==> config.mk <==
export PLATFORM = sky130hd
export DESIGN_NAME = reg_spill_engine
export DESIGN_NICKNAME = d
export VERILOG_FILES = /design/src/rtl/reg_spill_engine.sv
export SDC_FILE = /design/constraint.sdc
export NUM_CORES = 1
export LEC_CHECK = 0
export CORE_MARGIN = 2
export CORE_UTILIZATION = 42
export CTS_CLUSTER_DIAMETER = 60
export CTS_CLUSTER_SIZE = 14
export DETAILED_ROUTE_END_ITERATION = 10
export HOLD_SLACK_MARGIN = 0.02
export PLACE_DENSITY = 0.87
export SYNTH_ARGS = -nofsm -noshare
export SYNTH_HDL_FRONTEND = slang
export SYNTH_SLANG_ARGS = --single-unit
==> constraint.sdc <==
create_clock -name clk -period 4.1 [get_ports clk]
set_input_delay 0.41 -clock clk [delete_from_list [all_inputs] [get_ports clk]]
set_output_delay 0.41 -clock clk [all_outputs]
set_load 0.01 [all_outputs]
==> src/rtl/reg_spill_engine.sv <==
// reg_spill_engine: walks the register file and moves every register except
// the hard-zero register to data memory (spill) or back from it (restore).
// While busy it owns the register-file rs1 read port and the write port.
// Build option: define SPILL_CHECKSUM_EN to build the XOR checksum
// accumulator; without it the checksum output is tied to zero.
module reg_spill_engine #(
    parameter int unsigned NUM_REGS = 16,
    parameter int unsigned ZERO_REG = 14
) (
    input  logic        clk,
    input  logic        rst,
    input  logic        spill_start,
    input  logic        restore_start,
    input  logic [31:0] base_addr,
    input  logic        bank_sel,
    output logic        busy,
    output logic        done,
    output logic [31:0] checksum,
    output logic        uCodeFlag,
    output logic [3:0]  rf_rs1,
    input  logic [31:0] rf_rs1_data,
    output logic [3:0]  rf_rd,
    output logic        rf_write,
    output logic [31:0] rf_writeData,
    output logic        mem_req,
    output logic        mem_we,
    output logic [31:0] mem_addr,
    output logic [31:0] mem_wdata,
    input  logic        mem_ready,
    input  logic [31:0] mem_rdata
);

    typedef enum logic [2:0] {
        ST_IDLE  = 3'd0,
        ST_SPILL = 3'd1,
        ST_LOAD  = 3'd2,
        ST_WB    = 3'd3,
        ST_DONE  = 3'd4
    } state_t;

    // Walk bounds: skip the zero register even if it sits at either end.
    localparam logic [3:0] ZERO_IDX  = 4'(ZERO_REG);
    localparam logic [3:0] FIRST_IDX = (ZERO_REG == 32'd0) ? 4'd1 : 4'd0;
    localparam logic [3:0] LAST_IDX  = (ZERO_REG == NUM_REGS - 32'd1) ?
                                       4'(NUM_REGS - 32'd2) : 4'(NUM_REGS - 32'd1);

    state_t      state_r, state_s;
    logic [3:0]  idx_r, idx_s;
    logic [31:0] base_r, base_s;
    logic        bank_r, bank_s;
    logic [31:0] data_r, data_s;
    logic [31:0] addr_s;
`ifdef SPILL_CHECKSUM_EN
    logic [31:0] csum_r, csum_s;
`endif

    // Next register index, hopping over the hard-zero register.
    function automatic logic [3:0] next_idx(input logic [3:0] cur);
        logic [3:0] inc;
        inc = cur + 4'd1;
        if (inc == ZERO_IDX) begin
            next_idx = cur + 4'd2;
        end else begin
            next_idx = inc;
        end
    endfunction

    assign addr_s = base_r + {26'd0, idx_r, 2'b00};

    // Next-state, latch capture and per-state output decode.
    always_comb begin
        state_s      = state_r;
        idx_s        = idx_r;
        base_s       = base_r;
        bank_s       = bank_r;
        data_s       = data_r;
`ifdef SPILL_CHECKSUM_EN
        csum_s       = csum_r;
`endif
        busy         = 1'b0;
        done         = 1'b0;
        checksum     = 32'd0;
        uCodeFlag    = 1'b0;
        rf_rs1       = 4'd0;
        rf_rd        = 4'd0;
        rf_write     = 1'b0;
        rf_writeData = 32'd0;
        mem_req      = 1'b0;
        mem_we       = 1'b0;
        mem_addr     = 32'd0;
        mem_wdata    = 32'd0;
        case (state_r)
            ST_IDLE: begin
                if (spill_start || restore_start) begin
                    // Spill has priority when both requests arrive together.
                    state_s = spill_start ? ST_SPILL : ST_LOAD;
                    idx_s   = FIRST_IDX;
                    base_s  = base_addr & 32'hFFFF_FFFC;
                    bank_s  = bank_sel;
`ifdef SPILL_CHECKSUM_EN
                    csum_s  = 32'd0;
`endif
                end else begin
                    state_s = ST_IDLE;
                end
            end
            ST_SPILL: begin
                busy      = 1'b1;
                uCodeFlag = bank_r;
                rf_rs1    = idx_r;
                mem_req   = 1'b1;
                mem_we    = 1'b1;
                mem_addr  = addr_s;
                mem_wdata = rf_rs1_data;
                if (mem_ready) begin
`ifdef SPILL_CHECKSUM_EN
                    csum_s = csum_r ^ rf_rs1_data;
`endif
                    if (idx_r == LAST_IDX) begin
                        state_s = ST_DONE;
                    end else begin
                        idx_s = next_idx(idx_r);
                    end
                end else begin
                    state_s = ST_SPILL;
                end
            end
            ST_LOAD: begin
                busy      = 1'b1;
                uCodeFlag = bank_r;
                mem_req   = 1'b1;
                mem_addr  = addr_s;
                if (mem_ready) begin
                    data_s  = mem_rdata;
                    state_s = ST_WB;
`ifdef SPILL_CHECKSUM_EN
                    csum_s  = csum_r ^ mem_rdata;
`endif
                end else begin
                    state_s = ST_LOAD;
                end
            end
            ST_WB: begin
                busy         = 1'b1;
                uCodeFlag    = bank_r;
                rf_write     = 1'b1;
                rf_rd        = idx_r;
                rf_writeData = data_r;
                if (idx_r == LAST_IDX) begin
                    state_s = ST_DONE;
                end else begin
                    idx_s   = next_idx(idx_r);
                    state_s = ST_LOAD;
                end
            end
            ST_DONE: begin
                busy      = 1'b1;
                done      = 1'b1;
                uCodeFlag = bank_r;
`ifdef SPILL_CHECKSUM_EN
                checksum  = csum_r;
`endif
                idx_s     = 4'd0;
                state_s   = ST_IDLE;
            end
            default: begin
                state_s = ST_IDLE;
                idx_s   = 4'd0;
            end
        endcase
    end

    // State, index and start-time latches.
    always_ff @(posedge clk or negedge rst) begin
        if (!rst) begin
            state_r <= ST_IDLE;
            idx_r   <= 4'd0;
            base_r  <= 32'd0;
            bank_r  <= 1'b0;
            data_r  <= 32'd0;
        end else begin
            state_r <= state_s;
            idx_r   <= idx_s;
            base_r  <= base_s;
            bank_r  <= bank_s;
            data_r  <= data_s;
        end
    end

`ifdef SPILL_CHECKSUM_EN
    // Running XOR of every word moved in the current operation.
    always_ff @(posedge clk or negedge rst) begin
        if (!rst) begin
            csum_r <= 32'd0;
        end else begin
            csum_r <= csum_s;
        end
    end
`endif

endmodule

==> results.toml <==
# generated from flow reports
[pwr]
power_density_nw_per_um2 = 440
power_leader = "combinational logic"
p_seq_share_pct = 38.2
p_seq_mw = 1.12
power.internal_mw = 1.97
powerComb_mw = 1.17
switchingPower_mw = 0.971
vdd_drop_max_mv = 0.261
power_clock_mw = 0.648
p_leak_nw = 2.88
pwr-share-clk_pct = 22.0
pwr-share-comb_pct = 39.8

[worst_hold_path]
hold_path_class = "input port to asynchronous set/reset pin"

[worst_setup_path]
timing.rr.end = "base_r[5]"
cp-end-kind = "primary output"
path_buffers = 3
r2r_slack_ns = 1.96
path_common_cell = "a21oi_1"
path_cells = "ha_1 -> inv_1 -> fa_1 -> nand2b_1 -> a21oi_1 -> buf_4 -> nand2_1 -> or3_1 -> a21oi_1 -> clkdlybuf4s50_1"
cpMaxStageDelayCell = "clkdlybuf4s50_1"
critPathMaxFanout = 11
ff2ff_path_depth = 6
cp-start-kind = "flop"
path_delay_family = "buffers and inverters"
arrival_ns = 3.25
crit_cells = 10
critPathKind = "flop to primary output"
max_stage_delay_ns = 0.55
cp.required_ns = 3.69

[cts]
cts_tree = "yes"
numCtsBuffers = 9
clockBufferDepth = 2
post-cts-setup-buffers = 0
worstSkewPairLatency_ns = 0.35
cts-root-buf = "clkbuf_8"
cts_resized = 0
cts_hold_buf = 0
cts.sinks = 70
path_clk_slew_ns = 0.08
h-tree-depth = 3

[cells_and_area]
logic_area_um2 = 2340
drive_gt1_share_pct = 15.1
syn_to_final_growth_pct = 52.8
top_register = "data_r"
regArea_um2 = 1750
design_area_um2 = 6680
lay_top_cells = "206 x clkdlybuf4s50_1, 70 x dfrtp_1, 60 x mux2_2"
mostFrequentLayoutCell = "clkdlybuf4s50_1"
layout.nets = 754
num_antenna_cells = 0
largest_reg_flops = 32

[yosys]
yosys_most_used_dff = "dfrtp_1"
yosys.area_share.aoi_pct = 4.87
edf_count = 0
synth_async_sr_flop_share_pct = 100
yosys.area_share.simple_pct = 22.7
ys_types = 46
syn_area_per_cell_um2 = 9.87
synth_cells = 443
ys_ff = 70
xor_area_share_pct = 5.01
synth_seq_share_pct = 40.1
synth_adder_area_share_pct = 2.46
yosysWarnings = 0
netlist.area_leader.share_pct = 40.1
mux_area_share_pct = 15.5
yosys.area.top_type = "dfrtp_1"
synthTopCellsByArea = "dfrtp_1 40%, mux2_2 15%, buf_4 6.4%, and2_1 5.7%, and3_1 5.7%"
logic_family = "simple AND/OR/NAND/NOR gates"

[final_timing]
fmax_mhz = 273
finalClockPeriodUsage_pct = 89.2
finalCriticalPeriod_ns = 3.66
setup_tns_ns = 0
skew_ns = 0.00691
hold_slack_ns = 0.214
setup_viol_count_final = 0
relSlewSlack_pct = 34.0
worstMarginPinSlew_ns = 0.991
slew_violations = 0
rsz0062_at_grt = "no"

[floorplan]
rows = 37
dieHeight_um = 106
dieArea_um2 = 11200
initCoreUtil_pct = 42.7
design.core.area_um2 = 10200
io_pins = 244
die-width_um = 106

[route]
firstDrtPassIters = 5
route.detailed.drc = 0
drt_iter0_drc = 150
vias = 3953
totalWireLength_um = 13100
drtAntennaViolNets = 0
wire_per_inst_um = 16.7
viasPerCell = 5.04

[grt]
grt_overflow = 0
grt_max_degree = 47
grt_pass1_wl_um = 20600
grt.total_usage_pct = 23.3
antenna_found_initial = 0

[place]
gp_congestion = 0.943
dpl_cell_area_um2 = 6450
port_buffers = 207
dpl.hpwl_um = 10100

[run]
warning_count = 29

[run_status]
status = "finished clean"
[final cells by class]
type                       count  share of cell area [%]
timing repair buffer         218                    32.2
multi-input combinational    336                    35.1
inverter                       9                   0.506
tap                          136                    2.55
clock inverter                 5                    1.22
sequential                    70                    26.2
clock buffer                  11                    2.27
[routing by layer]
layer | routed length (um) | vias up | track usage [%]
met2 | 6690 | 136 | 40.5
met4 | 306 | 0 | 9.12
met3 | 816 | 23 | 5.52
met1 | 5330 | 1942 | 27.9
li1 | - | 1852 | -
met5 | 0 | - | 0
[metrics by stage]
step                instances  util (%)  power (mW)  worst slack, ns
finish                    785      65.3        2.94            0.443
global route              785      65.3        3.11            0.238
CTS                       785      65.3        2.96            0.420
detailed placement        769      63.0        2.30            0.832
global placement          769      63.0        2.24            0.877
floorplan                 476         -        1.71             1.32
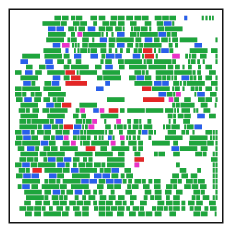
**Above:** cell sizes after repair.
Scale: 2 px per um.
x2 -> blue  # cells 70, share 11%
x3 and x4 -> magenta  # cells 15, share 2.3%
x1 and smaller -> green  # cells 551, share 85%
x6 and larger -> red  # cells 13, share 2.0%

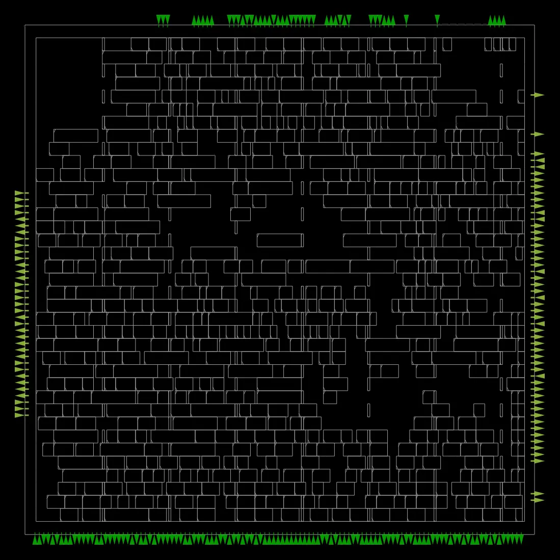
**Above:** placement view.
Fill cells: 834
Tapcell Cnt: 136
flop share of the area: 26.2%
final core utilization: 65.3%

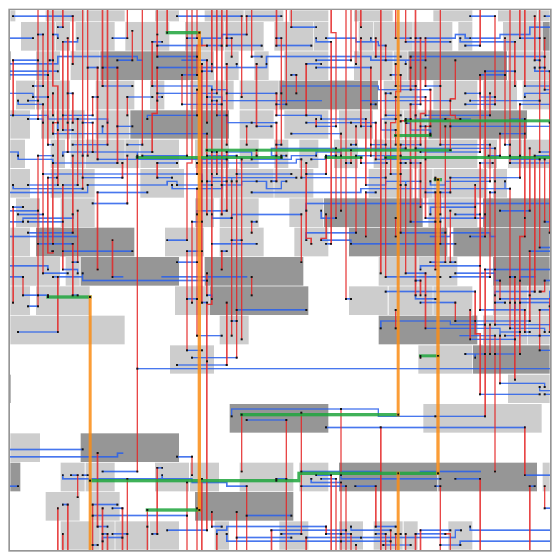
**Above:** layout detail.
Region (28, 49) to (78, 99) um. Cells in gray, sequential cells in the stronger gray; small squares are vias.
M4 -> orange
M3 -> green
M2 -> red
M1 -> blue
netlist names of flops here include = base_r (15), idx_r (3), state_r (2)
most frequent = dfrtp_1 (21), nor2_1 (20), clkdlybuf4s50_1 (19)
cells with their middle in the window = 140
sequential cells in the window = 21

Power figures rest on the tool's default switching activity, not on a simulated workload.
